## src/rtl/scarv_soc_pkg.sv

```systemverilog
// Shared definitions for the SCARV SoC peripheral bus: router states,
// default peripheral base addresses and the slave-index width helper.
package scarv_soc_pkg;

    typedef enum logic [1:0] {
        ST_IDLE  = 2'd0,
        ST_WAIT  = 2'd1,
        ST_ERR   = 2'd2,
        ST_FLUSH = 2'd3
    } bus_state_t;

    localparam logic [31:0] UART_BASE = 32'h1000_0000;
    localparam logic [31:0] GPIO_BASE = 32'h1000_1000;

    // clog2 of the slave count, never below 1 so a single-slave build still has an index bit
    function automatic int slv_idx_w(input int n);
        int w;
        w = 1;
        while ((1 << w) < n) begin
            w = w + 1;
        end
        return w;
    endfunction

endpackage

```

## src/rtl/scarv_soc_periph_bus_decode.sv

```systemverilog
// Address-window decoder: one-hot of the lowest-index matching slave,
// its binary index, and a hit flag.
module scarv_soc_periph_bus_decode
    import scarv_soc_pkg::*;
#(
    parameter int                        NUM_SLV  = 4,
    parameter int                        ADDR_W   = 32,
    parameter logic [NUM_SLV*ADDR_W-1:0] SLV_BASE = '0,
    parameter logic [NUM_SLV*ADDR_W-1:0] SLV_SIZE = '0,
    localparam int                       IDX_W    = slv_idx_w(NUM_SLV)
)(
    input  logic [ADDR_W-1:0]  i_addr,
    output logic [NUM_SLV-1:0] o_onehot,
    output logic [IDX_W-1:0]   o_idx,
    output logic               o_hit
);

    logic [NUM_SLV-1:0] w_match;
    logic               w_seen;

    // Window match; the subtraction only counts once addr >= base, so it cannot wrap
    always_comb begin
        w_match = '0;
        for (int i = 0; i < NUM_SLV; i++) begin
            w_match[i] = (i_addr >= SLV_BASE[i*ADDR_W +: ADDR_W]) &&
                         ((i_addr - SLV_BASE[i*ADDR_W +: ADDR_W]) < SLV_SIZE[i*ADDR_W +: ADDR_W]);
        end
    end

    // Priority encode: lowest matching index wins
    always_comb begin
        o_onehot = '0;
        o_idx    = '0;
        w_seen   = 1'b0;
        for (int i = 0; i < NUM_SLV; i++) begin
            o_onehot[i] = w_match[i] & ~w_seen;
            o_idx       = o_idx | (o_onehot[i] ? IDX_W'(i) : '0);
            w_seen      = w_seen | w_match[i];
        end
        o_hit = w_seen;
    end

endmodule

```

## src/rtl/scarv_soc_periph_bus.sv

```systemverilog
// Single-master, N-slave peripheral bus router with bus-error capture.
// Optional macro SCARV_SOC_PERIPH_BUS_TIMEOUT_EN adds the response timeout and FLUSH state.
module scarv_soc_periph_bus
    import scarv_soc_pkg::*;
#(
    parameter int                        NUM_SLV  = 4,
    parameter int                        ADDR_W   = 32,
    parameter int                        DATA_W   = 32,
    parameter logic [NUM_SLV*ADDR_W-1:0] SLV_BASE = {32'h1000_3000, 32'h1000_2000, 32'h1000_1000, 32'h1000_0000},
    parameter logic [NUM_SLV*ADDR_W-1:0] SLV_SIZE = {4{32'h0000_1000}},
    parameter int                        TIMEOUT  = 255
)(
    input  logic                      f_clk,
    input  logic                      g_reset,
    input  logic                      m_req,
    output logic                      m_gnt,
    input  logic                      m_wen,
    input  logic [DATA_W/8-1:0]       m_strb,
    input  logic [ADDR_W-1:0]         m_addr,
    input  logic [DATA_W-1:0]         m_wdata,
    output logic                      m_recv,
    input  logic                      m_ack,
    output logic                      m_error,
    output logic [DATA_W-1:0]         m_rdata,
    output logic [NUM_SLV-1:0]        s_req,
    input  logic [NUM_SLV-1:0]        s_gnt,
    output logic                      s_wen,
    output logic [DATA_W/8-1:0]       s_strb,
    output logic [ADDR_W-1:0]         s_addr,
    output logic [DATA_W-1:0]         s_wdata,
    input  logic [NUM_SLV-1:0]        s_recv,
    output logic [NUM_SLV-1:0]        s_ack,
    input  logic [NUM_SLV-1:0]        s_error,
    input  logic [NUM_SLV*DATA_W-1:0] s_rdata,
    output logic                      err_valid,
    output logic [ADDR_W-1:0]         err_addr,
    input  logic                      err_clr
);

    localparam int IDX_W = slv_idx_w(NUM_SLV);

    bus_state_t         r_state, w_state_nxt;
    logic [IDX_W-1:0]   r_sel, w_sel_nxt;
    logic [ADDR_W-1:0]  r_addr, r_err_addr;
    logic               r_err_valid;
    logic [NUM_SLV-1:0] w_dec_onehot, w_sel_hot;
    logic [IDX_W-1:0]   w_dec_idx;
    logic               w_dec_hit, w_dec_gnt;
    logic               w_sel_recv, w_sel_error;
    logic [DATA_W-1:0]  w_sel_rdata;
    logic               w_accept, w_capture;

`ifdef SCARV_SOC_PERIPH_BUS_TIMEOUT_EN
    localparam logic [15:0] TMO_LAST = 16'(TIMEOUT - 1);
    logic [15:0] r_cnt, w_cnt_nxt;
    logic        r_to, w_to_nxt;
`else
    logic w_unused_timeout;
    assign w_unused_timeout = (TIMEOUT != 0);
`endif

    scarv_soc_periph_bus_decode #(
        .NUM_SLV  (NUM_SLV),
        .ADDR_W   (ADDR_W),
        .SLV_BASE (SLV_BASE),
        .SLV_SIZE (SLV_SIZE)
    ) u_decode (
        .i_addr   (m_addr),
        .o_onehot (w_dec_onehot),
        .o_idx    (w_dec_idx),
        .o_hit    (w_dec_hit)
    );

    // Grant of the decoded slave and response fields of the latched slave
    always_comb begin
        w_dec_gnt   = 1'b0;
        w_sel_hot   = '0;
        w_sel_recv  = 1'b0;
        w_sel_error = 1'b0;
        w_sel_rdata = '0;
        for (int i = 0; i < NUM_SLV; i++) begin
            w_sel_hot[i] = (IDX_W'(i) == r_sel);
            w_dec_gnt    = w_dec_gnt   | (w_dec_onehot[i] & s_gnt[i]);
            w_sel_recv   = w_sel_recv  | (w_sel_hot[i] & s_recv[i]);
            w_sel_error  = w_sel_error | (w_sel_hot[i] & s_error[i]);
            w_sel_rdata  = w_sel_rdata | (s_rdata[i*DATA_W +: DATA_W] & {DATA_W{w_sel_hot[i]}});
        end
    end

    // Router next state and combinational handshake outputs
    always_comb begin
        w_state_nxt = r_state;
        w_sel_nxt   = r_sel;
        w_accept    = 1'b0;
        w_capture   = 1'b0;
        m_gnt       = 1'b0;
        m_recv      = 1'b0;
        m_error     = 1'b0;
        m_rdata     = '0;
        s_req       = '0;
        s_ack       = '0;
        s_wen       = 1'b0;
        s_strb      = '0;
        s_addr      = '0;
        s_wdata     = '0;
`ifdef SCARV_SOC_PERIPH_BUS_TIMEOUT_EN
        w_cnt_nxt   = r_cnt;
        w_to_nxt    = r_to;
`endif
        case (r_state)
            ST_IDLE: begin
                s_wen   = m_req & m_wen;
                s_strb  = m_req ? m_strb  : '0;
                s_addr  = m_req ? m_addr  : '0;
                s_wdata = m_req ? m_wdata : '0;
                if (w_dec_hit) begin
                    s_req = w_dec_onehot & {NUM_SLV{m_req}};
                    m_gnt = m_req & w_dec_gnt;
                end else begin
                    m_gnt = m_req;
                end
                w_accept = m_gnt;
                if (w_accept) begin
                    w_sel_nxt   = w_dec_hit ? w_dec_idx : r_sel;
                    w_state_nxt = w_dec_hit ? ST_WAIT : ST_ERR;
`ifdef SCARV_SOC_PERIPH_BUS_TIMEOUT_EN
                    w_cnt_nxt   = 16'd0;
                    w_to_nxt    = 1'b0;
`endif
                end else begin
                    w_state_nxt = ST_IDLE;
                end
            end
            ST_WAIT: begin
                m_recv  = w_sel_recv;
                m_error = w_sel_error;
                m_rdata = w_sel_rdata;
                s_ack   = w_sel_hot & {NUM_SLV{m_ack}};
                if (w_sel_recv & m_ack) begin
                    w_state_nxt = ST_IDLE;
                end else begin
`ifdef SCARV_SOC_PERIPH_BUS_TIMEOUT_EN
                    // A response held for the master does not count towards the timeout
                    if (!w_sel_recv) begin
                        w_cnt_nxt   = r_cnt + 16'd1;
                        w_to_nxt    = (r_cnt == TMO_LAST);
                        w_state_nxt = (r_cnt == TMO_LAST) ? ST_ERR : ST_WAIT;
                    end else begin
                        w_state_nxt = ST_WAIT;
                    end
`else
                    w_state_nxt = ST_WAIT;
`endif
                end
            end
            ST_ERR: begin
                m_recv  = 1'b1;
                m_error = 1'b1;
                if (m_ack) begin
                    w_capture = 1'b1;
`ifdef SCARV_SOC_PERIPH_BUS_TIMEOUT_EN
                    w_cnt_nxt   = 16'd0;
                    w_state_nxt = r_to ? ST_FLUSH : ST_IDLE;
`else
                    w_state_nxt = ST_IDLE;
`endif
                end else begin
                    w_state_nxt = ST_ERR;
                end
            end
`ifdef SCARV_SOC_PERIPH_BUS_TIMEOUT_EN
            ST_FLUSH: begin
                s_ack = w_sel_hot;
                if (w_sel_recv) begin
                    w_state_nxt = ST_IDLE;
                end else begin
                    w_cnt_nxt   = r_cnt + 16'd1;
                    w_state_nxt = (r_cnt == TMO_LAST) ? ST_IDLE : ST_FLUSH;
                end
            end
`endif
            default: begin
                w_state_nxt = ST_IDLE;
            end
        endcase
    end

    // State, selected slave and the address of the accepted request
    always_ff @(posedge f_clk) begin
        if (g_reset) begin
            r_state <= ST_IDLE;
            r_sel   <= '0;
            r_addr  <= '0;
        end else begin
            r_state <= w_state_nxt;
            r_sel   <= w_sel_nxt;
            r_addr  <= w_accept ? m_addr : r_addr;
        end
    end

`ifdef SCARV_SOC_PERIPH_BUS_TIMEOUT_EN
    // Timeout counter and the entered-by-timeout marker
    always_ff @(posedge f_clk) begin
        if (g_reset) begin
            r_cnt <= 16'd0;
            r_to  <= 1'b0;
        end else begin
            r_cnt <= w_cnt_nxt;
            r_to  <= w_to_nxt;
        end
    end
`endif

    // Sticky error capture; a clear wins over a simultaneous capture
    always_ff @(posedge f_clk) begin
        if (g_reset) begin
            r_err_valid <= 1'b0;
            r_err_addr  <= '0;
        end else if (err_clr) begin
            r_err_valid <= 1'b0;
        end else if (w_capture && !r_err_valid) begin
            r_err_valid <= 1'b1;
            r_err_addr  <= r_addr;
        end
    end

    assign err_valid = r_err_valid;
    assign err_addr  = r_err_addr;

endmodule

```

## config.mk

```make
export PLATFORM = sky130hd
export DESIGN_NAME = scarv_soc_periph_bus
export DESIGN_NICKNAME = d
export VERILOG_FILES = /design/src/rtl/scarv_soc_pkg.sv /design/src/rtl/scarv_soc_periph_bus_decode.sv /design/src/rtl/scarv_soc_periph_bus.sv
export SDC_FILE = /design/constraint.sdc
export NUM_CORES = 1
export LEC_CHECK = 0
export CORE_AREA = 2 2 141 143
export CTS_CLUSTER_SIZE = 25
export DETAILED_ROUTE_END_ITERATION = 8
export DIE_AREA = 0 0 143 145
export GPL_ROUTABILITY_DRIVEN = 0
export PLACE_DENSITY = 0.64
export SKIP_LAST_GASP = 1
export SLEW_MARGIN = 15
export SYNTH_ARGS = -nofsm -noshare
export SYNTH_HDL_FRONTEND = slang
export SYNTH_SLANG_ARGS = --single-unit
```

## constraint.sdc

```tcl
create_clock -name f_clk -period 6.6 [get_ports f_clk]
set_input_delay 1.32 -clock f_clk [delete_from_list [all_inputs] [get_ports f_clk]]
set_output_delay 1.32 -clock f_clk [all_outputs]
set_load 0.01 [all_outputs]
```

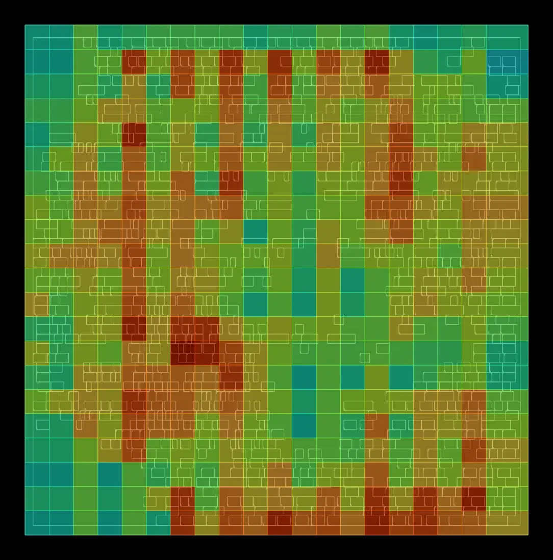
(run_1/congestion_map.png)
Core Util, Final: 48.6%
Routed WL per cell: 19.2 µm
met3 usage: 5.84%
GRT Resource Usage Total: 21.9%
met1 Use GR: 26.8%

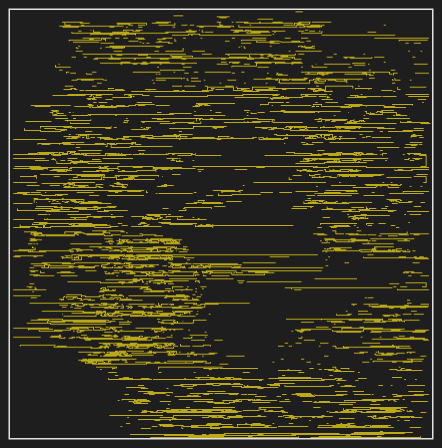
(run_1/m1.png)
main direction: horizontal
nets with wire on the layer: 1038
share of all routed wire: 41%
wire length on this layer: 9580 µm

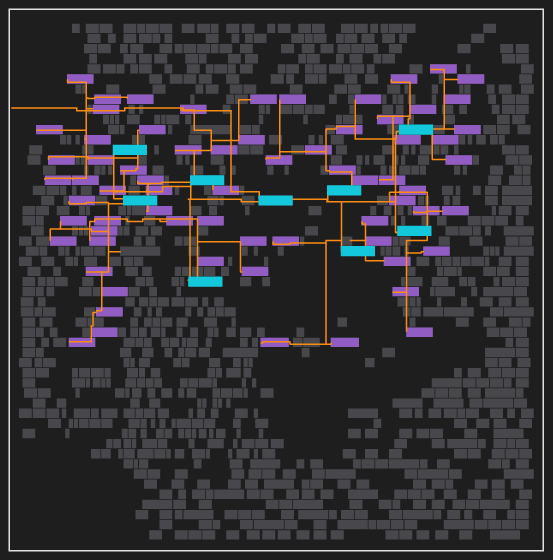
(run_1/clock_wires.png)
[clock-net drivers] cyan | count: 9
[clock wires] orange | length: 993 µm
[flip-flops] purple | count: 69
routed clock nets: 10

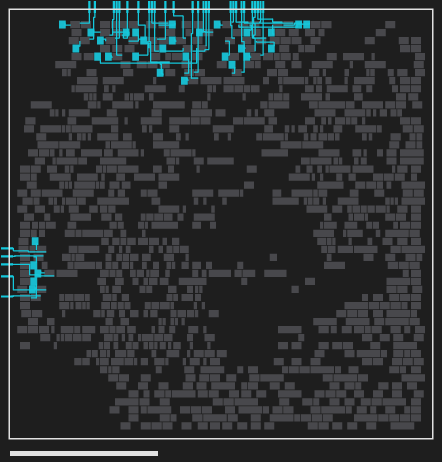
(run_1/port_trees.png)
Scale bar: 50 µm.
| port | colour | direction | end cells | wire |
|---|---|---|---|---|
| s_wdata | cyan | output | 32 | 618 µm |

==> flow_metrics.py, run 1 <==
# Physical implementation metrics
metrics = {
    "outcome": {
        "status": "complete, no violations",
    },
    "clocking": {
        "cts-htree-levels": 3,
        "postCtsHoldBufs": 0,
        "cts_tree": "built",
        "clockRootBuffer": "clkbuf_16",
        "cts.sinks": 69,
        "post_cts_buffers": 0,
    },
    "final_layout": {
        "layout_top_cell": "clkdlybuf4s50_1",
        "area_delta_synth_final_pct": 78.2,
        "lay_top_cells": "356 x clkdlybuf4s50_1, 81 x nand2_1, 67 x dfxtp_1",
        "nNetsFinal": 1174,
        "instances_no_fill": 1224,
        "fillers": 1847,
    },
    "synth": {
        "yosysUniqueCellTypes": 60,
        "fp_nets": 854,
        "ys_cells": 633,
        "ys.flops": 69,
        "ys_async_sr_fraction_pct": 0,
        "syn_inst": 633,
        "avgSynthCellArea_um2": 8.28,
        "postSynthSeqShare_pct": 26.3,
    },
    "critical_path": {
        "crit_buf_inv": 3,
        "cp.arrival_ns": 5.02,
        "cp_data_required_time_ns": 5.28,
        "cp_max_fo": 8,
        "worst_path_most_repeated_cell": "clkdlybuf4s50_1",
        "max_stage_delay_ns": 0.57,
        "slowest_stage": "clkdlybuf4s50_1",
    },
    "min_path": {
        "hold_path_class": "flip-flop to flip-flop",
        "worstHoldStart": "r_addr[28]",
    },
    "timing": {
        "drv_slew": 0,
        "finalCritPeriodShare_pct": 96.0,
        "hold_violations": 0,
    },
    "global_routing": {
        "grt_max_degree": 74,
        "grt_pass1_vias": 6064,
    },
    "detailed_routing": {
        "drc_errors": 0,
        "via_per_inst": 5.09,
        "final_antenna_net_count": 0,
    },
    "flow_run": {
        "drv_cap": 0,
    },
    "placement": {
        "port_buffers": 358,
        "dpl.hpwl_mm": 17.8,
    },
    "floorplan": {
        "fp-row-count": 51,
        "pin_count": 359,
    },
}
## run 1: report_power, final
part / switching, W / internal, W
combinational: 0.000140 / 0.000214
sequential: 0.00000861 / 0.000432
clock: 0.000192 / 0.000333
total: 0.000340 / 0.000978
## run 1: final cells by class
cell class	instances	area (µm²)	area share [%]
inverter	13	48.8	0.522
clock buffer	9	225	2.41
multi-input combinational	480	3510	37.6
clock inverter	7	98.8	1.06
tap	265	332	3.55
sequential	69	1380	14.8
timing repair buffer	380	3740	40.0
antenna	1	2.50	0.0268
## run 1: synthesized netlist by cell type (all sizes together) (2+ instances only)
| cell | number | area share [%] |
|---|---|---|
| nand2 | 81 | 5.8 |
| dfxtp | 69 | 26 |
| and3 | 64 | 7.6 |
| clkbuf | 58 | 4.2 |
| a21oi | 42 | 4.1 |
| and2 | 34 | 4.1 |
| mux4 | 34 | 15 |
| nor2 | 25 | 1.8 |
| o21ai | 19 | 2.5 |
| nand2b | 18 | 2.1 |
| nand4b | 17 | 2.8 |
| a22o | 15 | 2.5 |
| nor4 | 15 | 1.9 |
| buf | 13 | 1.7 |
| inv | 13 | 0.93 |
| nor3 | 13 | 1.2 |
| nand4 | 12 | 1.4 |
| nand3 | 11 | 1.1 |
| xnor2 | 9 | 1.5 |
| ha | 7 | 1.7 |
| or4 | 7 | 1.1 |
| a31oi | 6 | 0.72 |
| or3 | 6 | 0.72 |
| nor2b | 5 | 0.60 |
| a211oi | 3 | 0.52 |
| a21boi | 3 | 0.43 |
| and4 | 3 | 0.50 |
| nor4b | 3 | 0.50 |
| xor2 | 3 | 0.50 |
| a211o | 2 | 0.33 |
| o21a | 2 | 0.29 |
| o22ai | 2 | 0.24 |
| o31ai | 2 | 0.29 |
## run 1: worst paths after layout
check | slack, ns | to | cells after the start
setup / recovery | 0.26 | m_gnt | 11
hold / removal | 0.45 | err_addr[28] | 2
setup reg to reg | 3.42 | r_addr[27] | 5
hold reg to reg | 0.45 | err_addr[28] | 2
## run 1: tightest hold or removal path, cell delays in order, from the launching register on
cell     delay, ns
dfxtp_1       0.31
nand2_1       0.05
a21oi_1       0.05
## run 1: per-layer routing
| metal | track usage (%) | wire, µm |
|---|---|---|
| met5 | 0 | 0 |
| met4 | 5.54 | 501 |
| met3 | 5.84 | 1930 |
| met2 | 37.8 | 11500 |
| met1 | 26.8 | 9580 |
## run 1: flip-flops by register name (all words and copies together) (netlist names)
name       count
r_state        2
err_addr      32
r_sel          2
r_addr        32
err_valid      1
## run 1: cells by family after synthesis
logic type	Yosys count	share of synthesized area, %
mux	35	14.8
flops	69	26.3
fa+ha+maj	7	1.67
simple gates	319	34.2
xor+xnor	12	2.00
buf+inv	84	6.82
compound gates	107	14.2
## run 1: through the flow
stage | hold WS [ns] | setup slack [ns] | power [W] | cell area [µm²]
4_1_cts | 0.453 | 0.277 | 0.00133 | 9340
3_3_place_gp | 0.441 | 0.332 | 0.000801 | 9010
2_1_floorplan | 0.432 | 1.13 | 0.000583 | 5240
6_report | 0.450 | 0.265 | 0.00132 | 9340
3_5_place_dp | 0.445 | 0.288 | 0.000802 | 9010
5_1_grt | 0.465 | 0.104 | 0.00138 | 9340
==> run_1/ff_map.png <==
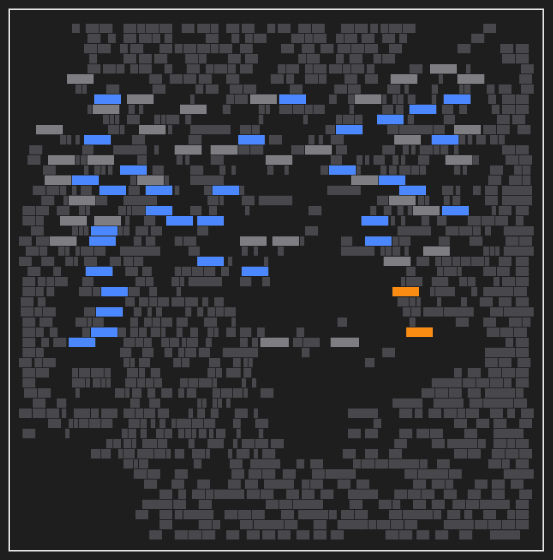

==> inputs of run 2 (changes only) <==
==> constraint.sdc (replaced) <==
create_clock -name f_clk -period 6.6 [get_ports f_clk]
set_input_delay 1.65 -clock f_clk [delete_from_list [all_inputs] [get_ports f_clk]]
set_output_delay 1.65 -clock f_clk [all_outputs]
set_load 0.01 [all_outputs]
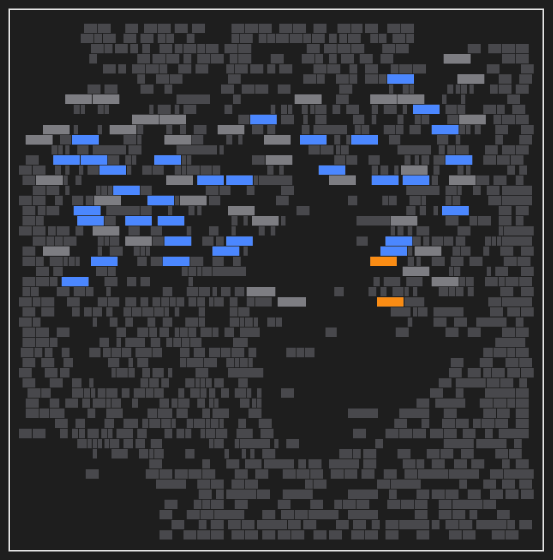
(run_2/ff_map.png)
| signal | colour | placed flops |
|---|---|---|
| r_state | orange | 2 |
| r_addr | blue | 32 |
not coloured: 35

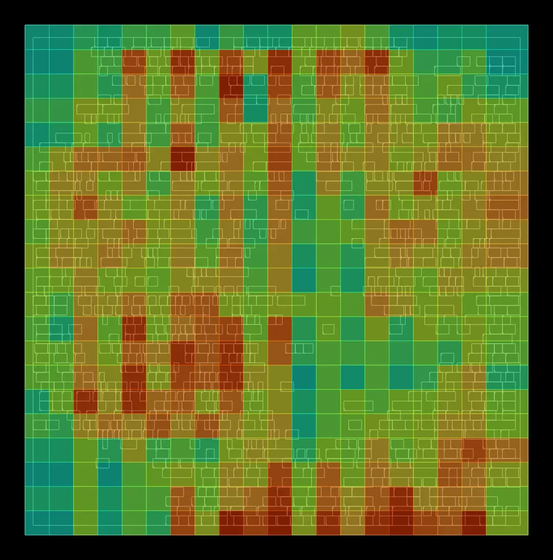
(run_2/congestion_map.png)
met1 Use GR: 27.0%
met3 usage: 5.81%

==> run 2 against run 1 <==
  * Combinational power rose by 4%
  * Global-route usage is 0.41 points higher
  * Worst hold slack about the same
  * Total power is 2.1% lower
  * Cell area is 2.5% higher
  * Area after synthesis unchanged
  * Sequential share of layout area fell by 0.36 points
  * Sequential power about the same
  * Flip-flop count did not move
  * Register-to-register slack improved by 0.87 ns
  * Non-clock buffer count rose by 29
  * Via count is 1.6% higher
  * Critical endpoint unchanged
  * Critical path type unchanged
==> flow_metrics.py, run 2 <==
# Physical implementation metrics
metrics = {
    "outcome": {
        "status": "complete, no violations",
    },
    "synth": {
        "ys_top_cells_by_count": "81 x nand2_1, 69 x dfxtp_1, 64 x and3_1",
        "top_area_cell": "dfxtp_1",
        "ys_cells": 633,
        "yosys.cell_count.top_type": "nand2_1",
        "ys_async_sr_fraction_pct": 0,
        "synth.area.top_cells": "dfxtp_1 26%, mux4_2 15%, and3_1 7.6%",
        "fp_nets": 854,
        "yosysTopAreaCellShare_pct": 26.3,
        "postSynthSeqShare_pct": 26.3,
    },
    "timing": {
        "whs_ns": 0.450,
        "fin_ws_ns": 0.225,
        "drv_slew": 0,
        "hold_violations": 0,
    },
    "detailed_routing": {
        "via_per_inst": 5.05,
        "avgRoutedWirePerCell_um": 19.2,
        "drc_errors": 0,
    },
    "min_path": {
        "hold_depth": 2,
        "worstHoldStart": "r_addr[24]",
    },
    "critical_path": {
        "cp.arrival_ns": 4.72,
        "r2r-end": "r_addr[6]",
        "cp_data_required_time_ns": 4.95,
        "crit_path_end": "m_gnt",
        "r2r_cells": 8,
        "cp_max_fo": 4,
        "r2r_setup_slack_ns": 4.29,
    },
    "clocking": {
        "cts.sinks": 69,
        "post_cts_buffers": 0,
        "postCtsHoldBufs": 0,
    },
    "final_layout": {
        "layout_top_cell": "clkdlybuf4s50_1",
        "lay_top_cells": "353 x clkdlybuf4s50_1, 81 x nand2_1, 67 x dfxtp_1",
        "area_delta_synth_final_pct": 82.7,
        "fillers": 1814,
        "nNetsFinal": 1203,
    },
    "floorplan": {
        "pin_count": 359,
    },
    "global_routing": {
        "grtUsageTotal_pct": 22.3,
        "grt_max_degree": 65,
        "grt_pass1_vias": 6288,
    },
    "flow_run": {
        "drv_cap": 0,
    },
    "placement": {
        "dpl_cell_area_um2": 9230,
        "post-place-ws_ns": -0.184,
        "port_buffers": 358,
        "dpl.hpwl_mm": 18.3,
    },
}
[run 2: cell count changes in the layout (fill, tap and decap cells not counted), moves of 2 or more]
cell             delta
buf_4              +29
clkdlybuf4s50_1     -3
clkinvlp_4          +2
dlymetal6s2s_1      +2
nor4b_1             -2
nor4b_2             +2
[run 2: cell families (layout without fill, tap and decap cells)]
kind of cell             after synthesis  count (layout)  share of synthesized area (%)
AND-OR/OR-AND                        107             107                           14.2
XOR/XNOR                              12              12                           2.00
adder cells (fa/ha/maj)                7               7                           1.67
buffers and inverters                 84             438                           6.82
flip-flops                            69              69                           26.3
multiplexers                          35              35                           14.8
other                                  0               2                              0
AND/OR/NAND/NOR                      319             319                           34.2
[run 2: worst min-delay path by stage]
stage	endpoint	slack, ns
3_3_place_gp	err_addr[6]	0.44
4_1_cts	err_addr[24]	0.45
2_1_floorplan	err_addr[16]	0.43
3_5_place_dp	err_addr[6]	0.44
6_report	err_addr[24]	0.45
5_1_grt	err_addr[3]	0.47
[run 2: layout make-up]
type	instances	area, µm²	area share [%]
Multi-Input combinational cell	480	3550	37.1
Sequential cell	69	1380	14.4
Clock buffer	9	225	2.35
Antenna cell	2	5.00	0.0522
Clock inverter	7	75.1	0.784
Tap cell	265	332	3.46
Inverter	13	48.8	0.509
Timing Repair Buffer	409	3960	41.3
[run 2: critical path, cell delays in order]
cell and delay (ns):
clkdlybuf4s50_1 0.43, inv_1 0.09, ha_1 0.19, or3b_2 0.50, o31a_1 0.29, nor4_2 0.33
buf_4 0.17, nand4_1 0.10, or3_1 0.41, o311ai_4 0.09, and2_4 0.21, dlygate4sd2_1 0.27
[run 2: per-layer routing]
layer	global-route usage [%]	vias to the layer above	share of wire, %
li1	-	3022	-
met1	27.0	2981	40
met2	39.1	292	49
met3	5.81	38	8.5
met4	5.30	0	1.9
met5	0	-	0
[run 2: what timing repair did]
action	CTS	global route
pin swaps	1	0
resized	8	3
setup endpoints to repair	1	3
[run 2: stage by stage]
step,std cells,power (W),TNS (ns)
after floorplan,633,0.000583,0
after global placement,1236,0.000812,-0.153
after detailed placement,1236,0.000814,-0.184
after CTS,1252,0.00130,0
after global routing,1253,0.00135,0
final,1254,0.00129,0
[run 2: power by group]
part / internal [W] / leakage (nW) / switching (W)
Clock: 0.000293 / 0.138 / 0.000190
Combinational: 0.000224 / 2.82 / 0.000144
Sequential: 0.000432 / 0.563 / 0.00000794
No activity file was given, so power comes from the tool's default toggle rates.
